### src/rtl/counter_ex_pkg.sv
// Shared constants and the next-value function for counter_ex.
// The function works at MAX_W bits; callers zero-extend q/limit and truncate the result.
package counter_ex_pkg;

    localparam logic DIR_UP    = 1'b1;
    localparam logic DIR_DOWN  = 1'b0;
    localparam logic MODE_WRAP = 1'b0;
    localparam logic MODE_SAT  = 1'b1;

    localparam int MAX_W = 64;
    localparam logic [MAX_W-1:0] ONE  = {{(MAX_W-1){1'b0}}, 1'b1};
    localparam logic [MAX_W-1:0] ZERO = '0;

    typedef struct packed {
        logic [MAX_W-1:0] q;
        logic             ovf;
    } step_t;

    // Compare happens before the increment, so q+1 never exceeds limit.
    function automatic step_t counter_next(input logic [MAX_W-1:0] q,
                                           input logic [MAX_W-1:0] limit,
                                           input logic             dir,
                                           input logic             sat);
        step_t r;
        r.q   = q;
        r.ovf = 1'b0;
        if (dir == DIR_UP) begin
            if (q < limit) begin
                r.q = q + ONE;
            end else begin
                r.q   = (sat == MODE_SAT) ? limit : ZERO;
                r.ovf = 1'b1;
            end
        end else begin
            if (q > limit) begin
                // limit was lowered under a running count: snap down, no event
                r.q = limit;
            end else if (q != ZERO) begin
                r.q = q - ONE;
            end else begin
                r.q   = (sat == MODE_SAT) ? ZERO : limit;
                r.ovf = 1'b1;
            end
        end
        return r;
    endfunction

endpackage

### src/rtl/counter_prescaler.sv
// Rate gate for counter_ex: tick once per (presc+1) enabled cycles.
// Count restarts at 0 on clr so the first enabled cycle afterwards ticks.
module counter_prescaler #(
    parameter int PW = 4
) (
    input  logic          clk,
    input  logic          clrn,
    input  logic          clr,
    input  logic          en,
    input  logic [PW-1:0] presc,
    output logic          tick
);

    logic [PW-1:0] cnt;

    assign tick = (cnt == '0);

    always_ff @(posedge clk or negedge clrn) begin
        if (!clrn) begin
            cnt <= '0;
        end else if (clr) begin
            cnt <= '0;
        end else if (en) begin
            cnt <= tick ? presc : cnt - {{(PW-1){1'b0}}, 1'b1};
        end
    end

endmodule

### src/rtl/counter_ex.sv
// Up/down counter with load, programmable limit, wrap/saturate and ovf pulse.
// Optional prescaler compiled in with COUNTER_EX_PRESCALE_EN.
module counter_ex
    import counter_ex_pkg::*;
#(
    parameter int W  = 8,
    parameter int PW = 4
) (
    input  logic          clk,
    input  logic          clrn,
    input  logic          sclrn,
    input  logic          en,
    input  logic          dir,
    input  logic          load,
    input  logic [W-1:0]  d,
    input  logic [W-1:0]  limit,
    input  logic          sat,
    input  logic [PW-1:0] presc,
    output logic [W-1:0]  q,
    output logic          ovf,
    output logic          at_zero,
    output logic          at_limit
);

    logic  tick;
    step_t nx;

    always_comb begin
        nx = counter_next(MAX_W'(q), MAX_W'(limit), dir, sat);
    end

`ifdef COUNTER_EX_PRESCALE_EN
    counter_prescaler #(.PW(PW)) u_presc (
        .clk   (clk),
        .clrn  (clrn),
        .clr   (!sclrn || load),
        .en    (en),
        .presc (presc),
        .tick  (tick)
    );
    logic unused_ok;
    assign unused_ok = &{1'b0, nx};
`else
    assign tick = 1'b1;
    logic unused_ok;
    assign unused_ok = &{1'b0, nx, presc};
`endif

    always_ff @(posedge clk or negedge clrn) begin
        if (!clrn) begin
            q   <= '0;
            ovf <= 1'b0;
        end else if (!sclrn) begin
            q   <= '0;
            ovf <= 1'b0;
        end else if (load) begin
            q   <= (d > limit) ? limit : d;
            ovf <= 1'b0;
        end else if (en && tick) begin
            q   <= nx.q[W-1:0];
            ovf <= nx.ovf;
        end else begin
            ovf <= 1'b0;
        end
    end

    assign at_zero  = (q == '0);
    assign at_limit = (q == limit);

endmodule

### config.mk
export PLATFORM = sky130hd
export DESIGN_NAME = counter_ex
export DESIGN_NICKNAME = d
export VERILOG_FILES = /design/src/rtl/counter_ex_pkg.sv /design/src/rtl/counter_prescaler.sv /design/src/rtl/counter_ex.sv
export SDC_FILE = /design/constraint.sdc
export NUM_CORES = 1
export LEC_CHECK = 0
export CORE_UTILIZATION = 40
export DETAILED_ROUTE_END_ITERATION = 6
export GPL_ROUTABILITY_DRIVEN = 0
export GPL_TIMING_DRIVEN = 0
export PLACE_DENSITY = 0.67
export SYNTH_ARGS = -nofsm -noshare
export SYNTH_HDL_FRONTEND = slang
export SYNTH_HIERARCHICAL = 1
export SYNTH_SLANG_ARGS = --single-unit
### constraint.sdc
create_clock -name clk -period 2.6 [get_ports clk]
set_input_delay 0.52 -clock clk [delete_from_list [all_inputs] [get_ports clk]]
set_output_delay 0.52 -clock clk [all_outputs]
set_load 0.02 [all_outputs]
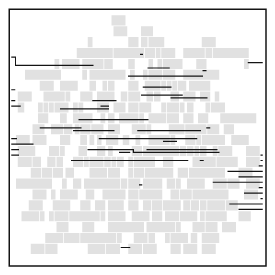
Fig. 1. The metal 3 layer.
Scale: 4 px per um. Cells faint in the background.
share of all routed wire: 6.6%
nets with wire on the layer: 38
wire length on this layer: 322 um
longest straight run: 29.0 um
Routed WL: 4860 um
via count: 1,667
met3 global-route usage: 5.00%

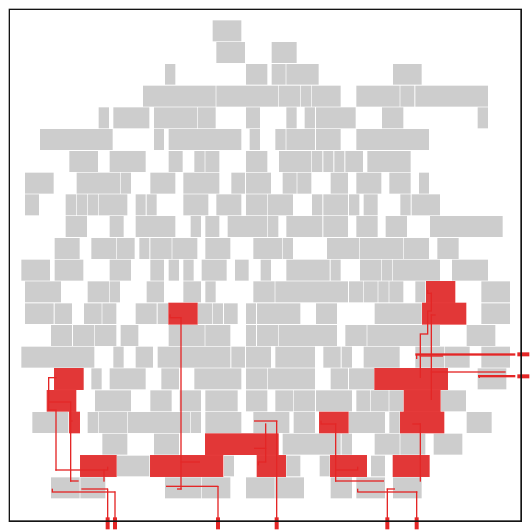
Fig. 2. Nets reached from selected ports.
Scale: 8 px per um.
[d] red | direction: input | edge: 6 bottom, 2 right | end cells: 16 | buffers: 8 | wire: 207 um

==> Changelog: implementation <==
## Flow update

- Status: finished clean
- Xor/xnor share: between 5 and 6%
- Post-DP HPWL: ~3500 um
- IO Pins: 38
- Main flop type: dfrtp_1
- Final ANT Viol Nets: 0
- Late-Pin Clk Latency: 0.24 ns
- Slew Limit Fails: 0
- FF+latch count, synth: 9
- Slew @ Worst Pin: 0.634 ns
- Ys Warns: 6
- Nets: 285
- Adders+Majority by Area: 15.6%
- Combinational power: 0.628 mW
- Peak supply drop: 0.270 mV
- DRC Markers: 0
- Pleak: 0.980 nW
- Final Critical Period: 2.55 ns
- Sequential-to-total area share from yosys stat: 14.7%
- TritonCTS Sinks: 9
- Mux share: 8.11%
- Flip-flops with a built-in enable: 0
- Hold Path Class: input pin to asynchronous set/reset pin
- Switching share of power: ~45%
- CP Capture Type: register
- Reg power frac: 19.4%
- Setup Skew: ~0.0019 ns
- Drt pass-1 iters: 4
- Synthesis area per yosys: 1530 um^2
- Initial antenna violation count: 0
- Synth Cell Area: 1530 um^2
- Clk pwr: approximately 0.18 mW
- Ys async rst share: 100%
- Place WS: -0.567 ns
- Chip area: between 4000 and 5000 um^2
- Overflow after GRT: 0
- Gr usage total: 24.8%
- Top pwr grp: combinational logic
- Logic pwr share: between 60% and 70%
- Post-layout period usage: approximately 98%
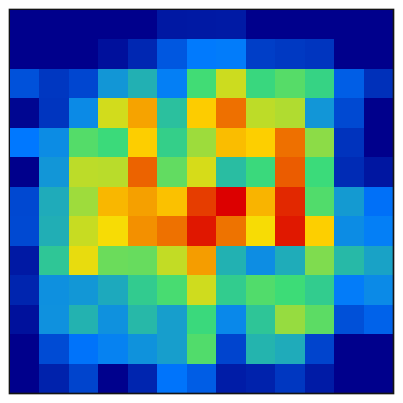
Fig. 3. Wiring heat map.
Scale: 6 px per um. The die is cut into 13 by 13 equal tiles; dark blue is low, red is high, scaled to the fullest tile. Values are wire area over tile area, all layers added.
nearly empty tiles: 15%
tiles over half the peak: 31%
fullest tile: 0.53

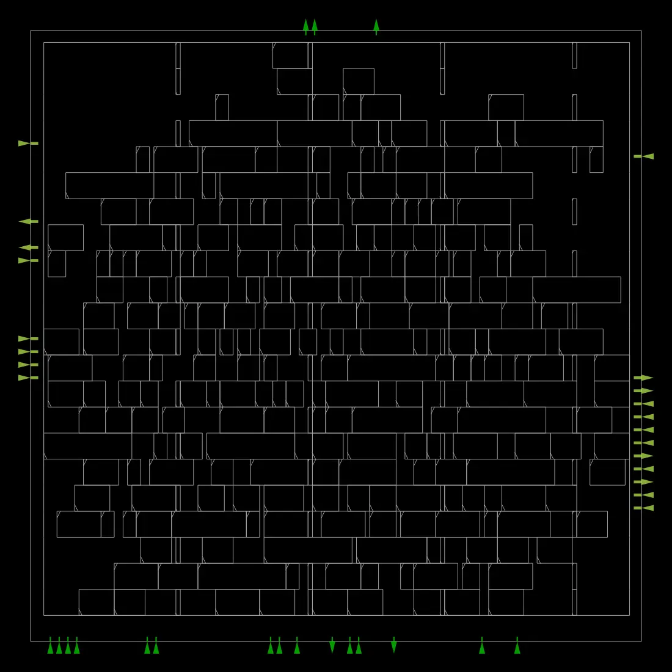
Fig. 4. Placement view.
core footprint: 3660 um^2
Finished Layout Cells: 286
seq_cells: 9

cells by family after synthesis:
kind of cell | Yosys count
simple gates | 63
compound gates | 54
xor+xnor | 10
buf+inv | 23
flops | 9
mux | 12
fa+ha+maj | 19
flip-flops by register name, summed over array words and instances, names as in the netlist:
name and flops:
ovf 1, q 8
routing by layer:
metal  global-route usage, %  up-vias  share of wire [%]
met5                       0        -                  0
met4                    8.52        0                2.2
met3                    5.00       12                6.6
met2                    39.4       61                 46
met1                    33.0      788                 45
li1                        -      806                  -
final timing paths:
| path | end | slack (ns) | depth (start not counted) |
|---|---|---|---|
| setup / recovery | q[6]$_DFFE_PN0P_ | 0.05 | 10 |
| hold / removal | q[0]$_DFFE_PN0P_ | 0.63 | 1 |
| setup reg to reg | q[4]$_DFFE_PN0P_ | 0.14 | 9 |
| hold reg to reg | q[6]$_DFFE_PN0P_ | 0.74 | 2 |
| max in group asynchronous | q[5]$_DFFE_PN0P_ | 1.62 | 1 |
| min in group clk | q[1]$_DFFE_PN0P_ | 0.72 | 3 |
final cells by class:
| cell class | count | area share [%] |
|---|---|---|
| plain buffers | 9 | 1.92 |
| clock buffers | 4 | 2.03 |
| inverters | 14 | 2.37 |
| multi-input cells | 158 | 62.6 |
| flip-flops and latches | 9 | 10.1 |
| well taps | 48 | 2.70 |
| repair buffers | 44 | 18.3 |
critical path, cell delays in order:
cell and delay (ns):
clkdlybuf4s15_1 0.28, inv_1 0.12, ha_4 0.25, and3_4 0.18, a221o_1 0.36, a21oi_2 0.18, a31oi_4 0.09, mux2_4 0.34
a32oi_2 0.24, o31ai_1 0.10
per-stage QoR:
step	instance area, um^2	std cells
floorplan	1530	190
global placement	1900	269
detailed placement	1900	269
CTS	2090	280
global route	2220	286
finish	2220	286
No activity file was given, so power comes from the tool's default toggle rates.
